placement.png
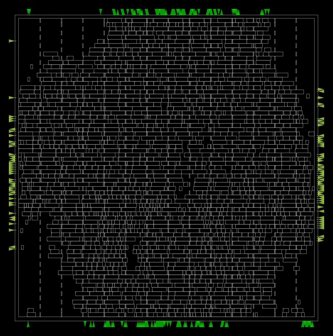
flops_by_reg.png
Other sequential cells in the stronger grey, the rest of the logic in the fainter grey.
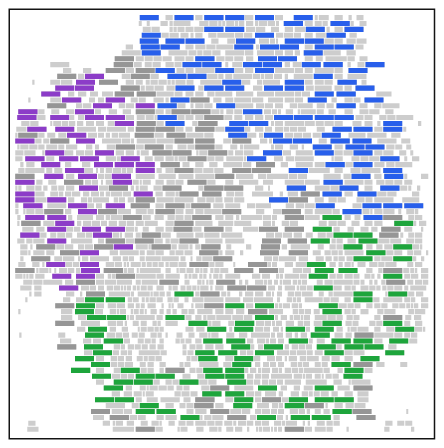
metal_density.png
Bar = 50 um. 39 x 40 tiles, from dark purple (low) to yellow (high), scaled to the fullest tile. Values are wire area over tile area, all layers added.
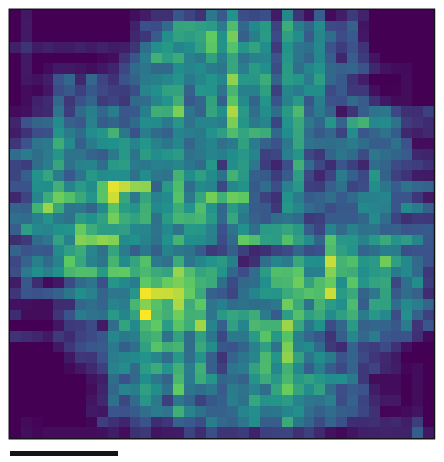
clk_routes.png
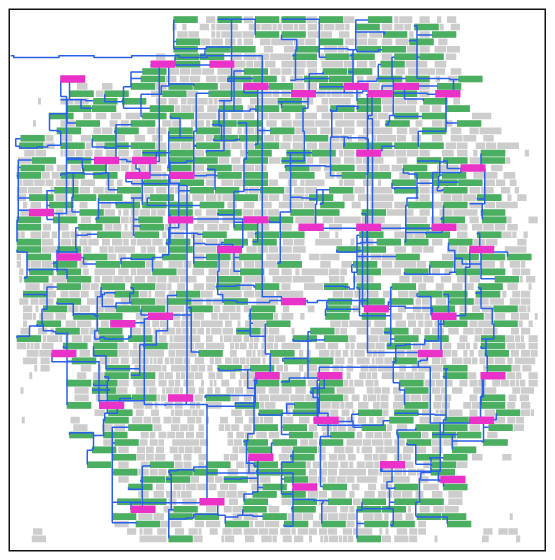
layer_met4.png
Bar = 50 um. Supply wires on this layer in grey.
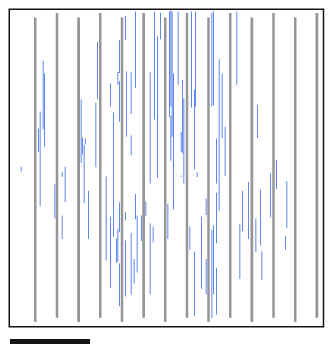
**src/rtl/aq_mmu_utlb_array.sv**
```systemverilog
// aq_mmu_utlb_array
// Fully associative micro-TLB with Sv39 page-size matching, ASID/global tagging,
// flush handling and a refill state machine toward the joint TLB.
// Ports:
//   utlb_entry_clk, cpurst_b          clock, async active-low reset
//   cp0_mach_mode, cp0_asid,
//   regs_mmu_en                       current translation context
//   utlb_req_vld/vpn -> utlb_hit_*    zero-cycle lookup, zero data on miss
//   utlb_refill_req/vpn, jtlb_*       refill handshake toward the jTLB
//   utlb_refill_fault                 one-cycle pulse on a non-aborted error response
//   utlb_busy                         refill in progress
//   flush_all/asid_req/va_req/va      invalidation requests
module aq_mmu_utlb_array #(
    parameter int unsigned ENTRY_NUM  = 4,
    parameter int unsigned VPN_WIDTH  = 27,
    parameter int unsigned PPN_WIDTH  = 28,
    parameter int unsigned FLG_WIDTH  = 15,
    parameter int unsigned ASID_WIDTH = 16
) (
    input  logic                  utlb_entry_clk,
    input  logic                  cpurst_b,
    input  logic                  cp0_mach_mode,
    input  logic [ASID_WIDTH-1:0] cp0_asid,
    input  logic                  regs_mmu_en,
    input  logic                  utlb_req_vld,
    input  logic [VPN_WIDTH-1:0]  utlb_req_vpn,
    output logic                  utlb_hit,
    output logic [PPN_WIDTH-1:0]  utlb_hit_ppn,
    output logic [2:0]            utlb_hit_pgs,
    output logic [FLG_WIDTH-1:0]  utlb_hit_flg,
    output logic                  utlb_refill_req,
    output logic [VPN_WIDTH-1:0]  utlb_refill_vpn,
    input  logic                  jtlb_refill_gnt,
    input  logic                  jtlb_refill_vld,
    input  logic                  jtlb_refill_err,
    input  logic [PPN_WIDTH-1:0]  jtlb_refill_ppn,
    input  logic [2:0]            jtlb_refill_pgs,
    input  logic [FLG_WIDTH-1:0]  jtlb_refill_flg,
    output logic                  utlb_refill_fault,
    output logic                  utlb_busy,
    input  logic                  flush_all,
    input  logic                  flush_asid_req,
    input  logic                  flush_va_req,
    input  logic [VPN_WIDTH-1:0]  flush_va
);

    localparam int unsigned IdxW = (ENTRY_NUM > 1) ? $clog2(ENTRY_NUM) : 1;

    typedef enum logic [1:0] {StIdle, StReq, StWait} state_e;

    state_e                state_q, state_d;
    logic [ENTRY_NUM-1:0]  vld_q, vld_d;
    logic [VPN_WIDTH-1:0]  vpn_q    [ENTRY_NUM];
    logic [VPN_WIDTH-1:0]  vpn_d    [ENTRY_NUM];
    logic [2:0]            pgs_q    [ENTRY_NUM];
    logic [2:0]            pgs_d    [ENTRY_NUM];
    logic [PPN_WIDTH-1:0]  ppn_q    [ENTRY_NUM];
    logic [PPN_WIDTH-1:0]  ppn_d    [ENTRY_NUM];
    logic [FLG_WIDTH-1:0]  flg_q    [ENTRY_NUM];
    logic [FLG_WIDTH-1:0]  flg_d    [ENTRY_NUM];
    logic [ASID_WIDTH-1:0] asid_q   [ENTRY_NUM];
    logic [ASID_WIDTH-1:0] asid_d   [ENTRY_NUM];
    logic [ENTRY_NUM-1:0]  mmu_on_q, mmu_on_d;
    logic [IdxW-1:0]       rr_ptr_q, rr_ptr_d;
    logic [VPN_WIDTH-1:0]  refill_vpn_q, refill_vpn_d;
    logic [ASID_WIDTH-1:0] refill_asid_q, refill_asid_d;
    logic                  abort_q, abort_d;
    logic                  fault_q, fault_d;

    logic [ENTRY_NUM-1:0]  hit_vec, flush_vec;
    logic [IdxW-1:0]       hit_idx, victim_idx;
    logic                  victim_from_rr;
    logic                  flush_any;
    logic                  fill;

    // Page-size-masked VPN compare; an illegal (non one-hot) size never matches.
    function automatic logic vpn_match(input logic [2:0]           pgs,
                                       input logic [VPN_WIDTH-1:0] a,
                                       input logic [VPN_WIDTH-1:0] b);
        case (pgs)
            3'b001:  return a == b;
            3'b010:  return a[VPN_WIDTH-1:9] == b[VPN_WIDTH-1:9];
            3'b100:  return a[VPN_WIDTH-1:18] == b[VPN_WIDTH-1:18];
            default: return 1'b0;
        endcase
    endfunction

    assign flush_any = flush_all | flush_asid_req | flush_va_req;

    always_comb begin
        hit_vec   = '0;
        flush_vec = '0;
        for (int i = 0; i < int'(ENTRY_NUM); i++) begin
            hit_vec[i] = vld_q[i] & vpn_match(pgs_q[i], vpn_q[i], utlb_req_vpn)
                       & (flg_q[i][5] | (asid_q[i] == cp0_asid))
                       & (flg_q[i][10] == cp0_mach_mode)
                       & (cp0_mach_mode | (mmu_on_q[i] == regs_mmu_en));
            flush_vec[i] = flush_all
                         | (flush_asid_req & ~flg_q[i][5] & (asid_q[i] == cp0_asid))
                         | (flush_va_req & vpn_match(pgs_q[i], vpn_q[i], flush_va));
        end
    end

    // Downward scans so the lowest index wins.
    always_comb begin
        hit_idx        = '0;
        victim_idx     = rr_ptr_q;
        victim_from_rr = 1'b1;
        for (int i = int'(ENTRY_NUM) - 1; i >= 0; i--) begin
            if (hit_vec[i]) begin
                hit_idx = IdxW'(i);
            end
            if (!vld_q[i]) begin
                victim_idx     = IdxW'(i);
                victim_from_rr = 1'b0;
            end
        end
    end

    always_comb begin
        utlb_hit     = utlb_req_vld & (|hit_vec);
        utlb_hit_ppn = '0;
        utlb_hit_pgs = '0;
        utlb_hit_flg = '0;
        if (utlb_hit) begin
            utlb_hit_ppn = ppn_q[hit_idx];
            utlb_hit_pgs = pgs_q[hit_idx];
            utlb_hit_flg = flg_q[hit_idx];
        end
    end

    // Refill FSM. A flush arriving in the response cycle is treated like an earlier abort.
    always_comb begin
        state_d       = state_q;
        refill_vpn_d  = refill_vpn_q;
        refill_asid_d = refill_asid_q;
        abort_d       = abort_q;
        fault_d       = 1'b0;
        fill          = 1'b0;
        case (state_q)
            StIdle: begin
                if (utlb_req_vld && !utlb_hit && !flush_any) begin
                    refill_vpn_d  = utlb_req_vpn;
                    refill_asid_d = cp0_asid;
                    abort_d       = 1'b0;
                    state_d       = StReq;
                end
            end
            StReq: begin
                if (flush_any) abort_d = 1'b1;
                if (jtlb_refill_gnt) state_d = StWait;
            end
            StWait: begin
                if (flush_any) abort_d = 1'b1;
                if (jtlb_refill_vld) begin
                    state_d = StIdle;
                    if (!abort_q && !flush_any) begin
                        if (jtlb_refill_err) fault_d = 1'b1;
                        else                 fill    = 1'b1;
                    end
                end
            end
            default: state_d = StIdle;
        endcase
    end

    always_comb begin
        vld_d    = vld_q & ~flush_vec;
        vpn_d    = vpn_q;
        pgs_d    = pgs_q;
        ppn_d    = ppn_q;
        flg_d    = flg_q;
        asid_d   = asid_q;
        mmu_on_d = mmu_on_q;
        rr_ptr_d = rr_ptr_q;
        if (fill) begin
            vld_d[victim_idx]    = 1'b1;
            vpn_d[victim_idx]    = refill_vpn_q;
            pgs_d[victim_idx]    = jtlb_refill_pgs;
            ppn_d[victim_idx]    = jtlb_refill_ppn;
            flg_d[victim_idx]    = jtlb_refill_flg;
            asid_d[victim_idx]   = refill_asid_q;
            mmu_on_d[victim_idx] = regs_mmu_en;
            if (victim_from_rr) begin
                rr_ptr_d = (rr_ptr_q == IdxW'(ENTRY_NUM - 1)) ? '0 : rr_ptr_q + 1'b1;
            end
        end
    end

    always_ff @(posedge utlb_entry_clk or negedge cpurst_b) begin
        if (!cpurst_b) begin
            state_q       <= StIdle;
            vld_q         <= '0;
            vpn_q         <= '{default: '0};
            pgs_q         <= '{default: '0};
            ppn_q         <= '{default: '0};
            flg_q         <= '{default: '0};
            asid_q        <= '{default: '0};
            mmu_on_q      <= '0;
            rr_ptr_q      <= '0;
            refill_vpn_q  <= '0;
            refill_asid_q <= '0;
            abort_q       <= 1'b0;
            fault_q       <= 1'b0;
        end else begin
            state_q       <= state_d;
            vld_q         <= vld_d;
            vpn_q         <= vpn_d;
            pgs_q         <= pgs_d;
            ppn_q         <= ppn_d;
            flg_q         <= flg_d;
            asid_q        <= asid_d;
            mmu_on_q      <= mmu_on_d;
            rr_ptr_q      <= rr_ptr_d;
            refill_vpn_q  <= refill_vpn_d;
            refill_asid_q <= refill_asid_d;
            abort_q       <= abort_d;
            fault_q       <= fault_d;
        end
    end

    assign utlb_refill_req   = (state_q == StReq);
    assign utlb_refill_vpn   = refill_vpn_q;
    assign utlb_refill_fault = fault_q;
    assign utlb_busy         = (state_q != StIdle);

endmodule

```
**config.mk**
```make
export PLATFORM = sky130hd
export DESIGN_NAME = aq_mmu_utlb_array
export DESIGN_NICKNAME = d
export VERILOG_FILES = /design/src/rtl/aq_mmu_utlb_array.sv
export SDC_FILE = /design/constraint.sdc
export NUM_CORES = 1
export LEC_CHECK = 0
export ABC_CLOCK_PERIOD_IN_PS = 3100
export CAP_MARGIN = 20
export CORE_AREA = 2 2 194 196
export DETAILED_ROUTE_END_ITERATION = 16
export DIE_AREA = 0 0 196 198
export GPL_TIMING_DRIVEN = 0
export PLACE_DENSITY = 0.91
export SETUP_SLACK_MARGIN = 0.5
export SYNTH_ARGS = -nofsm -noshare
export SYNTH_HDL_FRONTEND = slang
export SYNTH_SLANG_ARGS = --single-unit
```
**constraint.sdc**
```tcl
create_clock -name utlb_entry_clk -period 3.1 [get_ports utlb_entry_clk]
set_input_delay 0.31 -clock utlb_entry_clk [delete_from_list [all_inputs] [get_ports utlb_entry_clk]]
set_output_delay 0.31 -clock utlb_entry_clk [all_outputs]
set_load 0.01 [all_outputs]
```
==> run summary <==
post-layout worst setup margin: -0.876 ns
Yosys cell types: 56
Main area contributors: dfrtp_1 49%, mux2_2 17%, xnor2_1 6.9%, xor2_1 5.0%, mux2_1 4.8%
top flop regs: ppn_q (112), vpn_q (108), asid_q (64)
proportion of cell area spent on the clock network: 0.0498
I/O Buffers: 152
Power Combinational: 2.12 mW
crit path kind: flop to output port
xor-xnor portion of the synthesized cell area: 0.118
CTS tree: done
fillcell total: 2246
largest register by flop count: ppn_q
mux frac, synth: 0.263
Hold Crit Depth: 2
drt initial violations: 920
H-tree Lvls: 2
Final Skew: 0.0211 ns
crit-path cells: xor2_2, nor4b_4, nand4_1, o31a_1, o32a_1, nor2_4, buf_6, buf_16, clkbuf_16, buf_6, mux2i_1, o22ai_2, buf_2
Horiz. Die Dim: 196 um
period utilization: 1.28
Max Cap Viol: 0
FMAX: 252 MHz
clock network power share: 0.369
failing checks: setup timing
CP endpoint kind: output port
grt total ovfl: 0
vias in the first global route: 15205
Yosys Chip Area: 21000 um2
CP dominant cell by count: buf_6
HP Class: input port to flop
Non-clock buffer share: 0.122
final std cells w/o fill: 2376
Layout clock buffers: 66
FF-to-FF path depth: 13
Clk power: 4.98 mW
nonclk inv count: 8
area delta synth->final: 26.7%
Syn Area/Cell: 13.2 um2
RR Endpoint: refill_asid_q[13]
max layer used: met5
Seq pwr share: 0.474
fin area: 26500 um2
final net count: 2005
Clock Sinks: 413
chip area: 38800 um2
Rel. slew slack: 0.507
count leader, synth: dfrtp_1
worst path arrival time: 3.67 ns
FFs w/ async S/R, synth: 1.00
share of Yosys cell area claimed by the top area cell type: 0.493
drt first pass iters: 5
CP Launch Type: flop
n_taps: 474
CTS Buf Count: 44
FA/HA/MAJ Cells, Area Fraction: 0.00299
max reg flops: 112
Avg WL per Cell: 25.5 um
RD Place Congestion: 0.911
Simple-Gate Area Share: 0.0527
crit path buf inv count: 5
DP Worst Slack: -1.37 ns
core box area: 37000 um2
GRT Total Usage: 0.305
non-clock buffer count: 346
Reg-to-Reg Start: vpn_q[85]
Yosys reg bits: 413
floorplan net count: 1723
Post-Syn Area: 21000 um2
Top logic family: multiplexers
cell total after placement: 2220
Sw Pwr: 3.60 mW
WP data required: 2.79 ns
WL met1: 23900 um
top power group: sequential cells
CTS Buffer Depth: 3
outcome: complete, but fails checks
Finish-stage setup viols: 89
cell leakage power: 12.1 nW
stages on the worst setup path: 13
worst setup path start: vpn_q[35]
Flop+latch power: 6.40 mW
Back to the opening pictures, placement.png:
Core Util, Final: 0.718
Seq area share: 0.389
registers: 413

Back to the opening pictures, flops_by_reg.png:
| colour | netlist name | flops |
|---|---|---|
| blue | `ppn_q` | 112 |
| green | `vpn_q` | 108 |
| purple | `asid_q` | 64 |
not coloured: 129

Back to the opening pictures, metal_density.png:
mean over tiles: 0.26
fullest tile: 0.76
nearly empty tiles: 10%
tiles over half the peak: 24%

Back to the opening pictures, clk_routes.png:
[magenta] clock drivers | count: 44
[green] flip-flops | count: 413
[blue] clock wires | length: 5090 um
flops lie: all over the die
routed clock nets: 45

Back to the opening pictures, layer_met4.png:
main direction: vertical
share of all routed wire: 4.8%
longest straight run: 94.5 um
nets with wire on the layer: 69
DR vias: 14449
WL final: 60600 um

[per-layer routing]
metal,GRT usage,up-vias
li1,-,6245
met1,0.385,7422
met2,0.508,587
met3,0.0664,187
met4,0.137,8
met5,0,-
[worst reg2reg max path, cell delays in order, from the launching register on]
cell and delay [ns]:
dfrtp_1 0.41, xor2_1 0.20, nor4b_2 0.33, nand4_1 0.21, o31a_1 0.39, buf_6 0.17
nor3_4 0.25, buf_6 0.15, nor4_4 0.04, buf_4 0.15, nand3_4 0.16, buf_12 0.14
buf_16 0.14, mux2_4 0.30
[what timing repair did]
item / in CTS / in global routing
buffers inserted: 42 / 23
resized: 362 / 121
setup endpoints to repair: 451 / 347
hold buffers: 1 / 0
pin swaps: 26 / 23
hold endpoints to repair: 92 / 0
gates cloned: 9 / 6
No activity file was given, so power comes from the tool's default toggle rates.
